`config.mk`:
```
export PLATFORM = sky130hd
export DESIGN_NAME = uart_tx
export DESIGN_NICKNAME = d
export VERILOG_FILES = /design/src/rtl/uart_tx.sv
export SDC_FILE = /design/constraint.sdc
export NUM_CORES = 1
export LEC_CHECK = 0
export CAP_MARGIN = 0
export CORE_MARGIN = 2
export CORE_UTILIZATION = 37
export CTS_BUF_LIST = sky130_fd_sc_hd__clkbuf_4 sky130_fd_sc_hd__clkbuf_8
export CTS_CLUSTER_SIZE = 14
export DETAILED_ROUTE_END_ITERATION = 10
export DONT_BUFFER_PORTS = 1
export PLACE_DENSITY = 0.62
export SYNTH_ARGS = -nofsm -noshare
export SYNTH_HDL_FRONTEND = slang
export SYNTH_SLANG_ARGS = --single-unit
```
`constraint.sdc`:
```
create_clock -name clk -period 4 [get_ports clk]
set_clock_uncertainty 0.2 [all_clocks]
set_input_delay 0.4 -clock clk [delete_from_list [all_inputs] [get_ports clk]]
set_output_delay 0.4 -clock clk [all_outputs]
set_load 0.05 [all_outputs]
```
`src/rtl/uart_tx.sv`:
```
`timescale 1ns/1ps
// uart_tx: 8-bit serial transmitter paced by an external baud waveform.
// Frame: start, 8 data LSB first, optional parity, 1-2 stop bits.
module uart_tx #(
  parameter int PARITY_EN  = 0,
  parameter int PARITY_ODD = 0,
  parameter int STOP_BITS  = 1
) (
  input  logic       clk,
  input  logic       rst,
  input  logic       baud_in,
  input  logic       tx_valid,
  input  logic [7:0] tx_data,
  output logic       tx_ready,
  output logic       tx_out,
  output logic       tx_done
);

  typedef enum logic [2:0] {
    S_IDLE,
    S_ALIGN,
    S_START,
    S_DATA,
    S_PARITY,
    S_STOP
  } state_t;

  localparam bit   LP_PEN   = (PARITY_EN != 0);
  localparam logic LP_ODD   = 1'(PARITY_ODD);
  localparam logic LP_SLAST = 1'(STOP_BITS - 1);

  state_t     r_state;
  state_t     w_next;
  logic [7:0] r_shift;
  logic [7:0] w_shift_nx;
  logic [2:0] r_cnt;
  logic [2:0] w_cnt_nx;
  logic       r_scnt;
  logic       w_scnt_nx;
  logic       r_par;
  logic       w_par_nx;
  logic       r_tx_out;
  logic       w_tx_nx;
  logic       r_done;
  logic       w_done_nx;

  logic       r_sync1;
  logic       r_sync2;
  logic       r_hist;
  logic       r_seen;
  logic       r_armed;
  logic       w_tick;

  // A baud_in already high at reset release must not look like an edge:
  // ticks are enabled only after a real low sample has been seen.
  always_ff @(posedge clk) begin
    if (rst) begin
      r_sync1 <= 1'b0;
      r_sync2 <= 1'b0;
      r_hist  <= 1'b0;
      r_seen  <= 1'b0;
      r_armed <= 1'b0;
    end else begin
      r_sync1 <= baud_in;
      r_sync2 <= r_sync1;
      r_hist  <= r_sync2;
      r_seen  <= 1'b1;
      r_armed <= r_armed | (r_seen & ~r_sync1);
    end
  end

  assign w_tick = r_sync2 & ~r_hist & r_armed;

  always_ff @(posedge clk) begin
    if (rst) begin
      r_state  <= S_IDLE;
      r_shift  <= 8'h00;
      r_cnt    <= 3'd0;
      r_scnt   <= 1'b0;
      r_par    <= 1'b0;
      r_tx_out <= 1'b1;
      r_done   <= 1'b0;
    end else begin
      r_state  <= w_next;
      r_shift  <= w_shift_nx;
      r_cnt    <= w_cnt_nx;
      r_scnt   <= w_scnt_nx;
      r_par    <= w_par_nx;
      r_tx_out <= w_tx_nx;
      r_done   <= w_done_nx;
    end
  end

  always_comb begin
    w_next     = r_state;
    w_shift_nx = r_shift;
    w_cnt_nx   = r_cnt;
    w_scnt_nx  = r_scnt;
    w_par_nx   = r_par;
    w_done_nx  = 1'b0;
    unique case (r_state)
      S_IDLE: begin
        if (tx_valid) begin
          w_next     = S_ALIGN;
          w_shift_nx = tx_data;
          w_cnt_nx   = 3'd0;
          w_par_nx   = (^tx_data) ^ LP_ODD;
        end
      end
      S_ALIGN: begin
        if (w_tick) w_next = S_START;
      end
      S_START: begin
        if (w_tick) w_next = S_DATA;
      end
      S_DATA: begin
        if (w_tick) begin
          w_shift_nx = r_shift >> 1;
          w_cnt_nx   = r_cnt + 3'd1;
          w_scnt_nx  = 1'b0;
          if (r_cnt == 3'd7) begin
            w_next = LP_PEN ? S_PARITY : S_STOP;
          end
        end
      end
      S_PARITY: begin
        if (w_tick) begin
          w_next    = S_STOP;
          w_scnt_nx = 1'b0;
        end
      end
      S_STOP: begin
        if (w_tick) begin
          if (r_scnt == LP_SLAST) begin
            w_next    = S_IDLE;
            w_done_nx = 1'b1;
          end else begin
            w_scnt_nx = r_scnt + 1'b1;
          end
        end
      end
      default: w_next = S_IDLE;
    endcase

    // Line level is registered from the state being entered.
    case (w_next)
      S_START:  w_tx_nx = 1'b0;
      S_DATA:   w_tx_nx = w_shift_nx[0];
      S_PARITY: w_tx_nx = w_par_nx;
      default:  w_tx_nx = 1'b1;
    endcase
  end

  assign tx_ready = (r_state == S_IDLE);
  assign tx_out   = r_tx_out;
  assign tx_done  = r_done;

endmodule
```
final_clocks.png
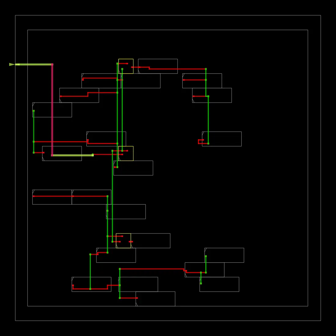
count of sequential standard cells: 22
power of the clock network: 0.0970 mW
Inserted Clock Buffers: 3
clock insertion delay at the later pin of the skew report: 0.30 ns

gate_families.png
Bar = 20 um.
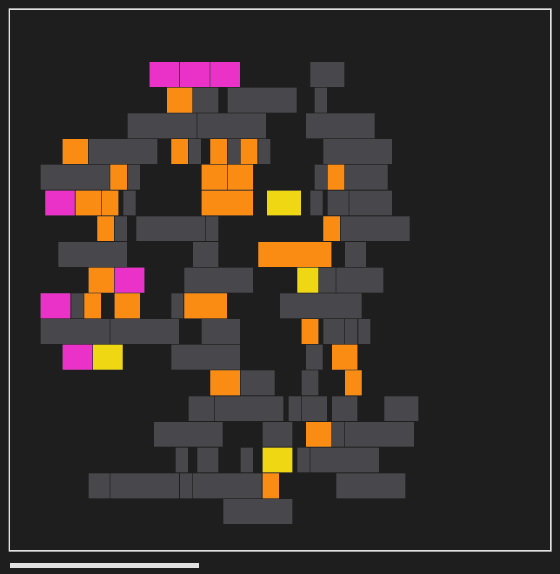
family	color	cells
AND and OR gates	yellow	4
inverting AOI/OAI gates	orange	25
XOR/XNOR gates	magenta	7
Layout Cells excl Fill: 131
Comb/total area: 49.6%
most instantiated logic cell after routing: sky130_fd_sc_hd__dfxtp_1

clock_map.png
Bar = 20 um.
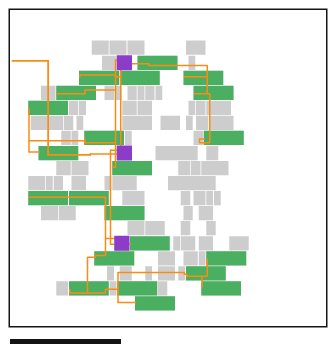
[clock wires] orange | length: 257 um
[flip-flops] green | count: 22
[cells driving clock nets] purple | count: 3
routed clock nets	4

==> notes.md <==
Status on the layout run. According to the floorplan log, the row count is 19. For the worst min-delay path, the startpoint reported by OpenROAD is baud_in. For the completed layout, the total cell area is recorded as 0.00103 mm2. Number of placed cells counting well taps landed at 127. The synthesized design spends more area on one cell type than any other, namely sky130_fd_sc_hd__dfxtp_1.

Number of vias per cell landed at 5.42. Count of maximum capacitance violations landed at 0. Ranked by total cell area, the synthesized netlist is headed by sky130_fd_sc_hd__dfxtp_1 (42%), sky130_fd_sc_hd__xnor2_1 (5.9%), sky130_fd_sc_hd__a21oi_1 (5.7%), sky130_fd_sc_hd__a22oi_1 (4.3%), sky130_fd_sc_hd__buf_6 (4.3%). Summing the areas of all xor and xnor instances in the mapped netlist gives 5.87% of the synthesized area. The routed layout has 710 vias. Looking at the clock tree report, the H-tree level count equals 1. Final total negative setup slack landed at 0 ns.

The stage logs contain a warning count of 26. The largest individual stage delay along the critical path comes from the cell sky130_fd_sc_hd__nor4b_4. STA classifies the critical path endpoint as a register.

STA classifies the critical path startpoint as a register. Synthesized flop and latch total landed at 22. Clock tree buffer depth landed at 2. Headroom to the max-slew limit landed at 43.7%. The root buffer cell chosen for the clock tree is sky130_fd_sc_hd__clkbuf_4. Counting instances in the post-synthesis netlist gives the leading cell types as sky130_fd_sc_hd__dfxtp_1 (22), sky130_fd_sc_hd__a21oi_1 (12), sky130_fd_sc_hd__nand2_1 (9), sky130_fd_sc_hd__nor2_1 (9), sky130_fd_sc_hd__xnor2_1 (7). CTS sink count landed at 22. Initial antenna violation count landed at 0.

The first detailed-routing pass took 4 iterations. Largest fanout on the critical path landed at 13. The setup path with the least slack is of type register to register. Post-synthesis chip area from yosys landed at 0.00104 mm2.

Looking at the reg2reg group, the worst path starts from r_state[0]. In the final routed layout, each cell accounts on average for 13.6 um. For reference, the critical path is launched at r_state[0]. The number of global-route vias before repair was 721.

For this run, the register share of the synthesized area comes to 42.2%. Required time at the worst-slack endpoint landed at 4.00 ns. In the layout the commonest cells are sky130_fd_sc_hd__dfxtp_1 (22), sky130_fd_sc_hd__a21oi_1 (12), sky130_fd_sc_hd__nand2_1 (9), sky130_fd_sc_hd__nor2_1 (9), sky130_fd_sc_hd__xnor2_1 (7).

Total DRC errors in the routed layout landed at 0. From synthesis to final layout, the design area changed by -1.32%. Portion of synthesized cell area occupied by the leading cell type landed at 42.2%. Of the cells placed in the final design, the portion with a size suffix greater than 1 is 10.0%. The global routing report lists combined usage of all routing layers as 12.5%.

Share of the core filled by cells before placement landed at 38.6%. The floorplan step defined a die boundary enclosing 0.00326 mm2. The net count of the finished layout is 116. Counting distinct cell types in the post-synthesis netlist gives 31. Per the post-synthesis report, the number of cells in the design is 104. Endpoint arrival time on the critical path landed at 2.21 ns. Each instance of the synthesized netlist takes up on average 10.0 um2. Final HPWL from detailed placement landed at 1270 um. The count of nets left with antenna violations once routing finished came out at 0. The script extracted a total leakage power of 0.354 nW. Floorplan core area landed at 0.00271 mm2.

Traced cell by cell, the critical path runs through nor4b_4 > a31oi_4 > a221oi_2 > a2111o_1 > a22oi_2. The Yosys step of the flow raised 0 warnings. In this run the vertical extent of the chip is 57.1 um. Post-synthesis mux area share landed at 0.958%. The first global-routing pass estimated 3190 um of wire. The transition time recorded at the tightest slew-check pin is 0.840 ns.

Per the timing report, the achievable frequency comes out to 451 MHz. After layout, the minimum clock period comes to 2.22 ns. Clock-pin transition on the worst setup and hold timing paths landed at 0.12 ns. Per the placement log, port buffering inserted 0 buffers. The commonest register cell is sky130_fd_sc_hd__dfxtp_1.

Delay of the slowest cell on the worst path landed at 0.78 ns. For this run, asynchronously set or reset flops after synthesis account for 0%. Setup repair after global routing left no endpoint under its margin. For reference, the final report shows the max-slew violation count at 0. According to the I/O placement log, the pin count is 15. TritonCTS built the clock tree. Measured along the x axis, the die boundary spans 57.1 um.

Buffering stage count on the worst path with inverters included landed at 0. Standard cell area after detailed placement landed at 998 um2. In this run, synthesis inferred 0 flip-flops with an integrated enable. The cell-mix breakdown from Yosys lists the adder-cell area share as 2.40%. The worst hold path belongs to the class input port to register. Total standard cell area after synthesis landed at 0.00104 mm2.

Among all cell types in the netlist, the one instantiated most often is sky130_fd_sc_hd__dfxtp_1. Across all hold checks on the routed design, the worst slack comes to 0.0245 ns. Overall overflow remaining after global route landed at 0. Routability-driven placement finished with a final weighted congestion of 0.763. The final layout contains routed wiring with a total length of 1780 um. 0 antenna diodes ended up in the layout. After synthesis, the design contains 104 cells according to Yosys. Total power landed at 0.380 mW. The run finished with clean final reports. Pin count of the biggest net entering global routing landed at 21.

Aoi/oai-family share of the synthesized area landed at 18.8%. Final cycle utilization of the critical path landed at 55.4%. The flow reported a cell area power density of 368 mW/mm2. For this block, the initial DRC count from the detailed router was 15.

On the critical path the largest part of the delay comes from simple AND/OR/NAND/NOR gates. Final hold violation count landed at 0. Post-synth net total landed at 118.

The synthesized netlist devotes 20.5% of its cell area to simple gates. From the final report, the count of setup violators was given as 0. By area, the combinational part of the netlist is dominated by simple AND/OR/NAND/NOR gates. Across the VDD grid, the largest voltage drop is 0.160 mV.
==> layer usage <==
layer | global-route usage (%) | part of all wire [%] | wire length, um
met3 | 1.59 | 2.6 | 46
met5 | 0 | 0 | 0
met2 | 21.3 | 50 | 894
met4 | 5.98 | 0.95 | 17
met1 | 15.6 | 46 | 823
==> registers in the layout (all words and copies together), names as in the netlist <==
| signal | cells |
|---|---|
| tx_out | 1 |
| r_hist | 1 |
| r_state | 3 |
| r_sync1 | 1 |
| r_cnt | 3 |
| r_shift | 8 |
| r_armed | 1 |
| r_sync2 | 1 |
| r_par | 1 |
| r_seen | 1 |
| tx_done | 1 |
==> where the power goes <==
group          internal (mW)  switching (mW)
clock                 0.0351          0.0619
sequential             0.229         0.00796
combinational         0.0209          0.0252
==> stage by stage <==
stage	worst slack (ns)	utilization, %
floorplan	1.78	-
global placement	1.84	36.8
detailed placement	1.78	36.8
CTS	1.75	38.0
global route	1.59	38.0
finish	1.78	38.0
==> cells by family after synthesis <==
| group | count (synthesis) |
|---|---|
| and+or+nand+nor | 36 |
| AOI/OAI and AO/OA | 26 |
| DFF | 22 |
| buffers and inverters | 10 |
| xor gates and xnor gates | 7 |
| adders and majority gates | 2 |
| muxes | 1 |
==> cell type report <==
class / instances / area, um2
inverter: 2 / 7.51
multi-input combinational: 72 / 512
clock buffer: 3 / 22.5
sequential: 22 / 440
timing repair buffer: 1 / 10.0
fill: 292 / 1680
tap: 31 / 38.8
==> path summary, 6_finish.rpt <==
| kind | endpoint | slack [ns] | cells past startpoint |
|---|---|---|---|
| worst min-delay path | r_sync1 | 0.02 | 1 |
| worst min register to register | r_sync2 | 0.25 | 2 |
| worst max register to register | tx_out | 1.78 | 5 |
| worst max-delay path | tx_out | 1.78 | 5 |
==> timing repair <==
action / 4_1_cts / 5_1_grt
resized: 0 / 0
endpoints found under the setup margin: 0 / 0
hold endpoints to repair: 20 / 0
hold buffers: 1 / 0
setup buffers: 0 / 0
Power is estimated from default activity; no workload was simulated.
